### The metal 1 layer, run 1

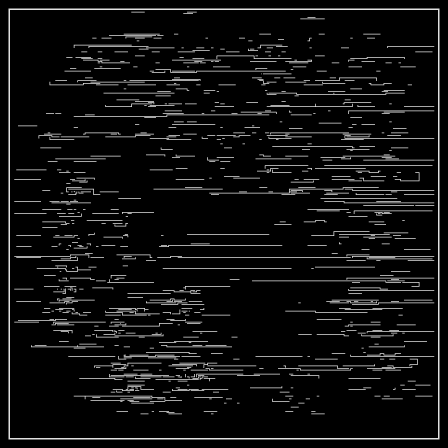
### M2 wires, run 1

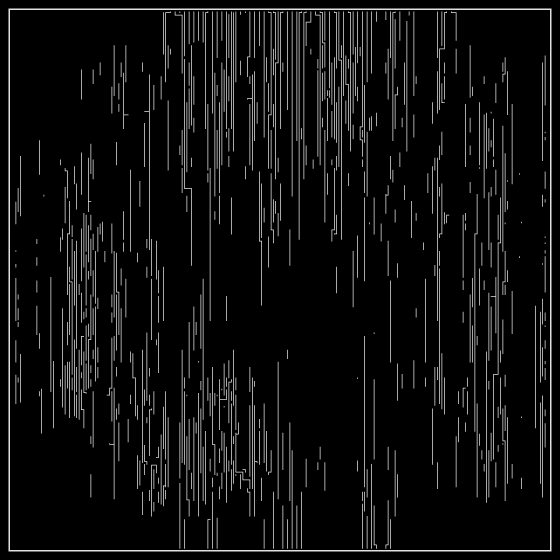
### Met3 routing, run 1

Bar = 20 um.
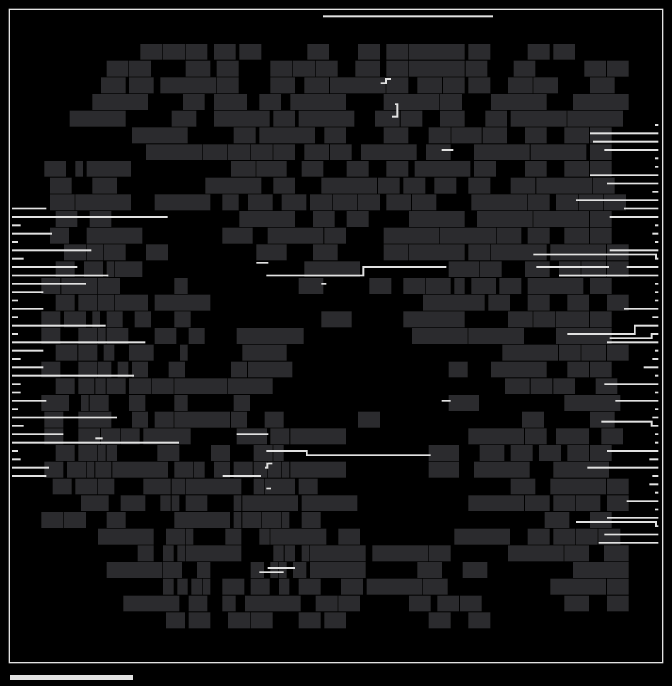
===== config.mk =====
export PLATFORM = sky130hd
export DESIGN_NAME = id_ex_stage
export DESIGN_NICKNAME = d
export VERILOG_FILES = /design/src/rtl/rf_pkg.sv /design/src/rtl/fwd_sel.sv /design/src/rtl/id_ex_stage.sv
export SDC_FILE = /design/constraint.sdc
export NUM_CORES = 1
export LEC_CHECK = 0
export CORE_MARGIN = 5
export CORE_UTILIZATION = 34
export DETAILED_ROUTE_END_ITERATION = 16
export PLACE_DENSITY = 0.76
export REMOVE_ABC_BUFFERS = 1
export SKIP_LAST_GASP = 1
export SLEW_MARGIN = 20
export SYNTH_ARGS = -nofsm -noshare
export SYNTH_HDL_FRONTEND = slang
export SYNTH_SLANG_ARGS = --single-unit

===== constraint.sdc =====
create_clock -name clock -period 2.44 [get_ports clock]
set_input_delay 0.488 -clock clock [delete_from_list [all_inputs] [get_ports clock]]
set_output_delay 0.488 -clock clock [all_outputs]
set_load 0.02 [all_outputs]

===== src/rtl/rf_pkg.sv =====
// Shared types and constants for the decode/execute boundary behind the 16x16 register file.
package rf_pkg;

    localparam int DATA_W = 16;
    localparam int ADDR_W = 4;
    localparam int OP_W   = 4;
    localparam int CNT_W  = 16;

    typedef enum logic [OP_W-1:0] {
        OP_ADD = 4'd0,
        OP_SUB = 4'd1,
        OP_AND = 4'd2,
        OP_OR  = 4'd3,
        OP_XOR = 4'd4,
        OP_SLL = 4'd5,
        OP_SRL = 4'd6,
        OP_SRA = 4'd7,
        OP_SLT = 4'd8,
        OP_LUI = 4'd9,
        OP_LD  = 4'd10,
        OP_ST  = 4'd11,
        OP_BEQ = 4'd12,
        OP_BNE = 4'd13,
        OP_JMP = 4'd14,
        OP_NOP = 4'd15
    } op_e;

    typedef struct packed {
        op_e               op;
        logic [ADDR_W-1:0] rd;
        logic              rd_we;
        logic [DATA_W-1:0] a;
        logic [DATA_W-1:0] b;
        logic [DATA_W-1:0] imm;
    } id_ex_t;

    // A later-stage writer targets a source this instruction actually reads.
    function automatic logic src_match(
        input logic              uses,
        input logic              we,
        input logic [ADDR_W-1:0] src,
        input logic [ADDR_W-1:0] dst
    );
        return uses && we && (src == dst);
    endfunction

endpackage


===== src/rtl/fwd_sel.sv =====
// Per-operand hazard detection and MEM > WB > register-file operand select.
// Forwarding is compiled in only when ID_EX_FWD_EN is defined; otherwise any pending writer stalls.
module fwd_sel #(
    parameter int DATA_W = rf_pkg::DATA_W,
    parameter int ADDR_W = rf_pkg::ADDR_W
) (
    input  logic              i_uses,
    input  logic [ADDR_W-1:0] i_addr,
    input  logic [DATA_W-1:0] i_rf_data,
    input  logic              i_mem_we,
    input  logic [ADDR_W-1:0] i_mem_addr,
    input  logic [DATA_W-1:0] i_mem_data,
    input  logic              i_mem_data_ok,
    input  logic              i_wb_we,
    input  logic [ADDR_W-1:0] i_wb_addr,
    input  logic [DATA_W-1:0] i_wb_data,
    output logic [DATA_W-1:0] o_data,
    output logic              o_hz
);
    import rf_pkg::*;

    logic w_match_mem;
    logic w_match_wb;

    assign w_match_mem = src_match(i_uses, i_mem_we, i_addr, i_mem_addr);
    assign w_match_wb  = src_match(i_uses, i_wb_we, i_addr, i_wb_addr);

`ifdef ID_EX_FWD_EN
    // Youngest writer wins; a MEM load whose data is not final yet must stall.
    always_comb begin
        o_data = i_rf_data;
        o_hz   = 1'b0;
        if (w_match_mem) begin
            o_data = i_mem_data;
            o_hz   = !i_mem_data_ok;
        end else if (w_match_wb) begin
            o_data = i_wb_data;
            o_hz   = 1'b0;
        end else begin
            o_data = i_rf_data;
            o_hz   = 1'b0;
        end
    end
`else
    logic w_unused;
    assign w_unused = ^{i_mem_data, i_mem_data_ok, i_wb_data};

    // Without bypass paths, wait until the writer has retired past WB.
    always_comb begin
        o_data = i_rf_data;
        o_hz   = 1'b0;
        if (w_match_mem || w_match_wb) begin
            o_hz = 1'b1;
        end else begin
            o_hz = 1'b0;
        end
    end
`endif

endmodule


===== src/rtl/id_ex_stage.sv =====
// Decode-to-execute pipeline register with RAW hazard resolution and a saturating stall counter.
// Optional operand forwarding from MEM/WB is enabled by defining ID_EX_FWD_EN.
module id_ex_stage #(
    parameter int DATA_W = rf_pkg::DATA_W,
    parameter int ADDR_W = rf_pkg::ADDR_W,
    parameter int OP_W   = rf_pkg::OP_W,
    parameter int CNT_W  = rf_pkg::CNT_W
) (
    input  logic              clock,
    input  logic              clear,
    input  logic              in_valid,
    output logic              in_ready,
    input  logic [OP_W-1:0]   in_op,
    input  logic [ADDR_W-1:0] in_rd,
    input  logic              in_rd_we,
    input  logic [ADDR_W-1:0] in_a_addr,
    input  logic [ADDR_W-1:0] in_b_addr,
    input  logic              in_uses_a,
    input  logic              in_uses_b,
    input  logic [DATA_W-1:0] in_imm,
    input  logic [DATA_W-1:0] rf_a,
    input  logic [DATA_W-1:0] rf_b,
    input  logic              flush,
    input  logic              mem_we,
    input  logic [ADDR_W-1:0] mem_addr,
    input  logic [DATA_W-1:0] mem_data,
    input  logic              mem_data_ok,
    input  logic              wb_we,
    input  logic [ADDR_W-1:0] wb_addr,
    input  logic [DATA_W-1:0] wb_data,
    output logic              out_valid,
    input  logic              out_ready,
    output logic [OP_W-1:0]   out_op,
    output logic [ADDR_W-1:0] out_rd,
    output logic              out_rd_we,
    output logic [DATA_W-1:0] out_a,
    output logic [DATA_W-1:0] out_b,
    output logic [DATA_W-1:0] out_imm,
    output logic [CNT_W-1:0]  stall_cnt
);
    import rf_pkg::*;

    logic [DATA_W-1:0] w_a;
    logic [DATA_W-1:0] w_b;
    logic              w_hz_a;
    logic              w_hz_b;
    logic              w_hz;
    logic              w_accept;
    id_ex_t            w_next_pl;

    id_ex_t            r_pl;
    logic              r_valid;
    logic [CNT_W-1:0]  r_stall_cnt;

    fwd_sel #(.DATA_W(DATA_W), .ADDR_W(ADDR_W)) u_fwd_a (
        .i_uses        (in_uses_a),
        .i_addr        (in_a_addr),
        .i_rf_data     (rf_a),
        .i_mem_we      (mem_we),
        .i_mem_addr    (mem_addr),
        .i_mem_data    (mem_data),
        .i_mem_data_ok (mem_data_ok),
        .i_wb_we       (wb_we),
        .i_wb_addr     (wb_addr),
        .i_wb_data     (wb_data),
        .o_data        (w_a),
        .o_hz          (w_hz_a)
    );

    fwd_sel #(.DATA_W(DATA_W), .ADDR_W(ADDR_W)) u_fwd_b (
        .i_uses        (in_uses_b),
        .i_addr        (in_b_addr),
        .i_rf_data     (rf_b),
        .i_mem_we      (mem_we),
        .i_mem_addr    (mem_addr),
        .i_mem_data    (mem_data),
        .i_mem_data_ok (mem_data_ok),
        .i_wb_we       (wb_we),
        .i_wb_addr     (wb_addr),
        .i_wb_data     (wb_data),
        .o_data        (w_b),
        .o_hz          (w_hz_b)
    );

    assign w_hz     = w_hz_a || w_hz_b;
    assign in_ready = !flush && !w_hz && (!r_valid || out_ready);
    assign w_accept = in_valid && in_ready;

    // Assemble the payload captured on accept.
    always_comb begin
        w_next_pl       = '0;
        w_next_pl.op    = op_e'(in_op);
        w_next_pl.rd    = in_rd;
        w_next_pl.rd_we = in_rd_we;
        w_next_pl.a     = w_a;
        w_next_pl.b     = w_b;
        w_next_pl.imm   = in_imm;
    end

    // Flush beats accept; a consume without a new accept leaves a bubble.
    always_ff @(posedge clock or posedge clear) begin
        if (clear) begin
            r_valid <= 1'b0;
            r_pl    <= '0;
        end else if (flush) begin
            r_valid <= 1'b0;
        end else if (w_accept) begin
            r_valid <= 1'b1;
            r_pl    <= w_next_pl;
        end else if (out_ready) begin
            r_valid <= 1'b0;
        end else begin
            r_valid <= r_valid;
        end
    end

    // Counts cycles a valid instruction is held back by a hazard; sticks at all-ones.
    always_ff @(posedge clock or posedge clear) begin
        if (clear) begin
            r_stall_cnt <= '0;
        end else if (in_valid && w_hz && (r_stall_cnt != {CNT_W{1'b1}})) begin
            r_stall_cnt <= r_stall_cnt + CNT_W'(1);
        end else begin
            r_stall_cnt <= r_stall_cnt;
        end
    end

    assign out_valid = r_valid;
    assign out_op    = r_pl.op;
    assign out_rd    = r_pl.rd;
    assign out_rd_we = r_pl.rd_we;
    assign out_a     = r_pl.a;
    assign out_b     = r_pl.b;
    assign out_imm   = r_pl.imm;
    assign stall_cnt = r_stall_cnt;

endmodule

==> flow_summary_export.csv, run 1 <==
group,metric,value,unit
finish,dominant-cell-class,"sequential cells",
detailed_routing,met1Wirelength,3560,um
final_timing,hold_violations,0,
finish,final_cell_area,0.00528,mm^2
clock_tree,cts_hold_buffers,0,
detailed_routing,met3WireLength,632,um
grt,grt_pass1_wl,14000,um
place,post-dp-hpwl,6390,um
finish,layout-drive-gt1-share,0.217,
finish,fraction_of_area_in_non_clock_buffers,0.339,
floorplan,core,0.00911,mm^2
finish,syn_to_final_growth,68.3,%
detailed_routing,wl_per_cell,17.0,um
final_timing,fin_setup_tns,0,ps
critical_path,crit_path_cell_trace,"clkdlybuf4s50_1 > o211ai_1 > nor4b_2 > or3_4 > nor3_2 > buf_4",
critical_path,timing.rr.start,"stall_cnt[5]$_DFFE_PP0P_",
pwr,ir_worst_vdd,0.341,mV
synth,dominantRegCellSynth,"dfrtp_1",
pwr,totalPowerFinal,3.87,mW
final_timing,grt_setup_unrepaired,"true",
pwr,net-switching-power,1.18,mW
synth,yosys_warn_count,0,
finish,antenna-diode-count,0,
place,post_dp_cell_area,0.00493,mm^2
final_timing,min_cycle_time_layout,2380,ps
detailed_routing,highest_layer,"met4",
finish,final-comb-area,0.00125,mm^2
pwr,p_sw_frac,0.304,
grt,grt_most_used_layer,"met2",
detailed_routing,vias_per_cell,4.77,
grt,first_global_vias,2713,
pwr,power_frac_comb,0.333,
status,outcome,"finished clean",
## Picture notes: 'The metal 1 layer'
The longest straight run is 42.8 um. The layer holds 40% of the routed length. 430 nets have wire on it. The wires run mostly horizontal.
met1 global-route usage: 0.193
WL final: 8870 um
routed vias: 2,485

## Picture notes: 'M2 wires'
The longest straight run is 44.5 um. The layer carries 4,560 um of wire. The wires run mostly vertical. 454 nets have wire on it. The layer holds 51% of the routed length.
met2 usage: 0.277

## Picture notes: 'Met3 routing'
The longest straight run is 27.4 um. The wires run mostly horizontal. The layer carries 632 um of wire. The layer holds 7.1% of the routed length. 94 nets have wire on it.
met3 routing resource usage after global routing: 0.0431

==> run 1: cells by family (layout without fill, tap and decap cells) <==
kind of cell | after synthesis | count (layout) | share of synthesized area
buffers and inverters | 18 | 204 | 0.0323
muxes | 58 | 58 | 0.208
adders and majority gates | 1 | 1 | 0.00399
xor gates and xnor gates | 25 | 25 | 0.0697
AOI/OAI and AO/OA | 10 | 10 | 0.0243
DFF | 74 | 74 | 0.590
and+or+nand+nor | 38 | 38 | 0.0717
==> run 1: worst paths after layout <==
check,to
worst max-delay path,in_ready
worst min-delay path,out_imm[8]$_DFFE_PP0P_
worst max register to register,stall_cnt[1]$_DFFE_PP0P_
worst min register to register,out_imm[8]$_DFFE_PP0P_
max in group asynchronous,stall_cnt[7]$_DFFE_PP0P_
min in group asynchronous,out_imm[13]$_DFFE_PP0P_
## Run 2: what changed since run 1
- ABC_AREA: default -> 1
- CORE_UTILIZATION: 34 -> 37
- CTS_BUF_LIST: default -> sky130_fd_sc_hd__clkbuf_2 sky130_fd_sc_hd__clkbuf_4 sky130_fd_sc_hd__clkbuf_8
- PLACE_DENSITY: 0.76 -> 0.78
- RECOVER_POWER: default -> 50
### Routing congestion, run 2

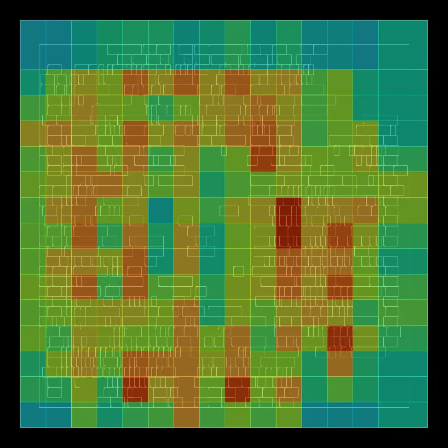
Avg WL per Cell: 14.6 um
utilization after layout: 0.570
met2 usage: 0.305

### Where the registers sit, run 2

Bar = 20 um.
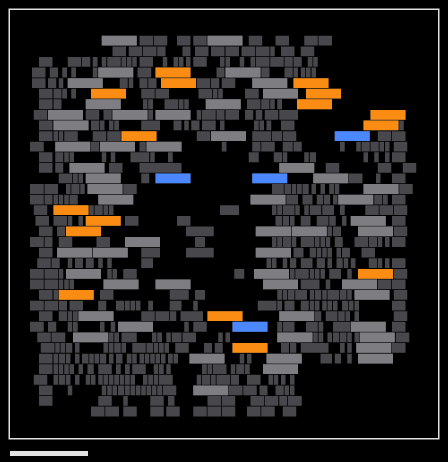
Key: out_imm = orange [flops 16]; out_op = blue [flops 4]
sequential cell area in the final layout: 0.00185 mm^2
power in sequential cells: 1.55 mW
Seq/total area: 0.332

==> flow_summary_export.csv, run 2 <==
group,metric,value,unit
status,outcome,"finished clean",
pwr,totalPowerFinal,3.70,mW
synth,area_leaders,"dfrtp_1, nand2_1, nand4_1",
grt,groute.usage.overall,0.183,
critical_path,cp-endpoint,"in_ready",
finish,final_common_cell,"nand2_1",
place,post_dp_cell_area,0.00540,mm^2
critical_path,timing.rr.end,"stall_cnt[4]$_DFFE_PP0P_",
grt,grt_most_used_layer,"met2",
place,post-dp-hpwl,8160,um
min_path,endpoint_with_the_worst_hold_slack,"out_imm[1]$_DFFE_PP0P_",
finish,layout-drive-gt1-share,0.0548,
clock_tree,htree_levels,3,
final_timing,fin_setup_tns,0,ps
grt,first_global_vias,3574,
final_timing,hold_violations,0,
finish,antenna-diode-count,0,
finish,syn_to_final_growth,51.0,%
finish,final_cell_area,0.00557,mm^2
detailed_routing,met1Wirelength,4490,um
pwr,ir_worst_vdd,0.331,mV
place,cell_count_post_placement,738,
synth,enable_flop_cells,0,
synth,dominantRegCellSynth,"dfrtp_1",
floorplan,core,0.00977,mm^2
detailed_routing,vias_per_cell,4.97,
critical_path,crit_path_cell_trace,"clkdlybuf4s50_1 > inv_1 > nor2_1 > nor2_1 > nand3_1 > nand2_1 > nor2_4 > nand2_1 > nor2_1 > buf_2",
detailed_routing,initialDrtViolationCount,187,
final_timing,min_cycle_time_layout,2290,ps
final_timing,setup_viol,0,
grt,grt_pass1_wl,17300,um
critical_path,timing.rr.start,"stall_cnt[0]$_DFFE_PP0P_",
grt,gr-usage-met1,0.231,
clock_tree,cts_hold_buffers,0,
final_timing,grt_setup_unrepaired,"false",
final_timing,worstMarginPinSlew,973,ps
synth,yosys_warn_count,0,
critical_path,startpoint_class_of_the_critical_path,"input port",
detailed_routing,highest_layer,"met4",
### Met3 routing, run 2

Bar = 20 um.
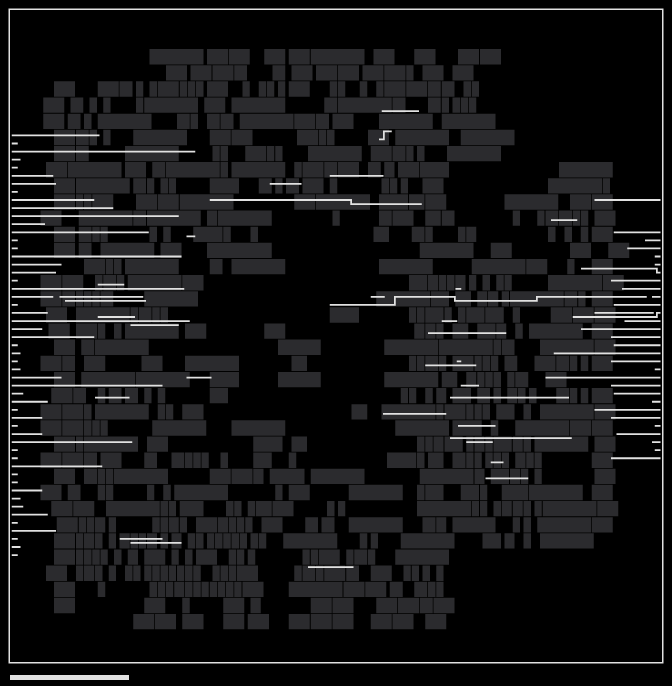
107 nets have wire on it. The longest straight run is 30.6 um. The layer carries 919 um of wire. The layer holds 8.3% of the routed length.
WL final: 11,000 um
routed vias: 3,747
met3 routing resource usage after global routing: 0.0581

-- run 2: where the power goes --
group          internal, mW  total [mW]  switching [mW]
logic                 0.546        1.20           0.652
clock network         0.485       0.952           0.467
registers              1.43        1.55           0.128
total                  2.46        3.70            1.25
-- run 2: logic make-up (layout without fill, tap and decap cells) --
| family | after synthesis | count (layout) | synth area share |
|---|---|---|---|
| fa+ha+maj | 1 | 1 | 0.00339 |
| xor+xnor | 14 | 14 | 0.0332 |
| flops | 74 | 74 | 0.502 |
| buf+inv | 55 | 210 | 0.0671 |
| simple gates | 314 | 314 | 0.383 |
| compound gates | 8 | 8 | 0.0115 |
-- run 2: area by class of cell --
cell class	count	area, um^2
inverters	27	104
multi-input cells	337	1600
fillers	876	4200
well taps	133	166
clock buffers	10	131
clock inverters	6	67.6
repair buffers	167	1650
flip-flops and latches	74	1850
## Run 3: what changed since run 2
- CORE_UTILIZATION: 37 -> 41
- PLACE_DENSITY: 0.78 -> 0.81
- clock period: 2.44 -> 2.3 ns (I/O delays scaled with it)
### M2 wires, run 3

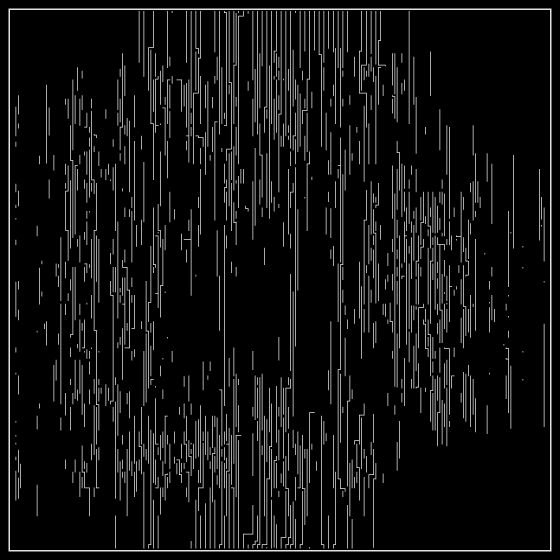
581 nets have wire on it. The wires run mostly vertical. The longest straight run is 37.4 um.
met2 usage: 0.317
routed vias: 3,750
WL final: 11,000 um

### Routing congestion, run 3

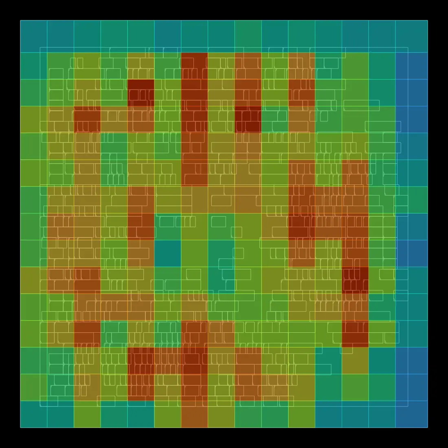
met1 global-route usage: 0.248
Avg WL per Cell: 15.1 um
utilization after layout: 0.638
highest-utilization routing layer at the global route stage: met2
combined global-route utilization of all metal layers: 0.196

==> flow_summary_export.csv, run 3 <==
group,metric,value,unit
pwr,totalPowerFinal,3.95,mW
critical_path,cp-endpoint,"in_ready",
finish,comb-cell-share,0.289,
finish,final_cell_area,0.00559,mm^2
critical_path,crit_path_cell_trace,"clkdlybuf4s50_1 > inv_1 > nand2_1 > nand2_1 > nor2_1 > nand3_1 > nand2_2 > nor2_4 > nand2_1 > nor2_1 > buf_4",
synth,ys_sh_adder,0.00339,
pwr,power.largest_group,"sequential cells",
synth,xor_share,0.0332,
grt,first_global_vias,3640,
pwr,power_sequential,1.65,mW
place,cell_count_post_placement,714,
finish,layout.filler_cells,765,
synth,yosys-mux-area-fraction,0,
pwr,clockPowerShare,0.258,
synth,enable_flop_cells,0,
finish,proportion_of_cell_area_spent_on_the_clock_network,0.0365,
synth,area_leaders,"dfrtp_1, nand2_1, nand4_1",
pwr,power_combinational,1.28,mW
finish,comb.multi_input.count,337,
finish,fraction_of_area_in_non_clock_buffers,0.301,
final_timing,setup_viol,0,
pwr,p_sw_frac,0.330,
final_timing,grt_setup_unrepaired,"false",
critical_path,timing.rr.end,"stall_cnt[13]$_DFFE_PP0P_",
status,outcome,"finished clean",
finish,nNonClkBuffers,168,
finish,layout-drive-gt1-share,0.0723,
final_timing,worstMarginPinSlew,1060,ps
finish,inverters,27,
place,post-dp-hpwl,8110,um
### The metal 1 layer, run 3

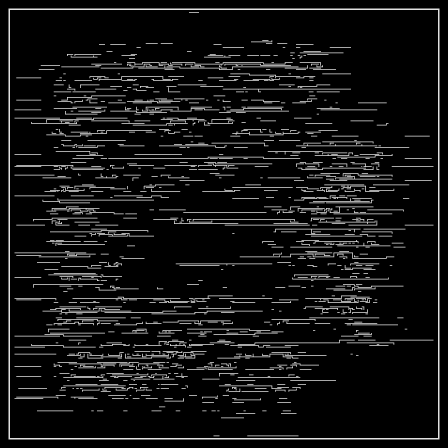
The layer holds 41% of the routed length. The longest straight run is 31.3 um.

## run 3: repair_timing
item / in CTS / in global routing
endpoints found under the setup margin: 58 / 70
gates resized: 5 / 20
pin swaps: 0 / 1
## run 3: layer usage
layer	vias up	GRT usage	routed length (um)
li1	1826	-	-
met1	1763	0.248	4500
met2	142	0.317	5370
met3	19	0.0629	881
met4	0	0.0648	238
met5	-	0	0
## run 3: cell families after synthesis
| family | after synthesis |
|---|---|
| AND-OR/OR-AND | 8 |
| XOR/XNOR | 14 |
| adder cells (fa/ha/maj) | 1 |
| buffers and inverters | 55 |
| flip-flops | 74 |
| AND/OR/NAND/NOR | 314 |
No activity file was given, so power comes from the tool's default toggle rates.
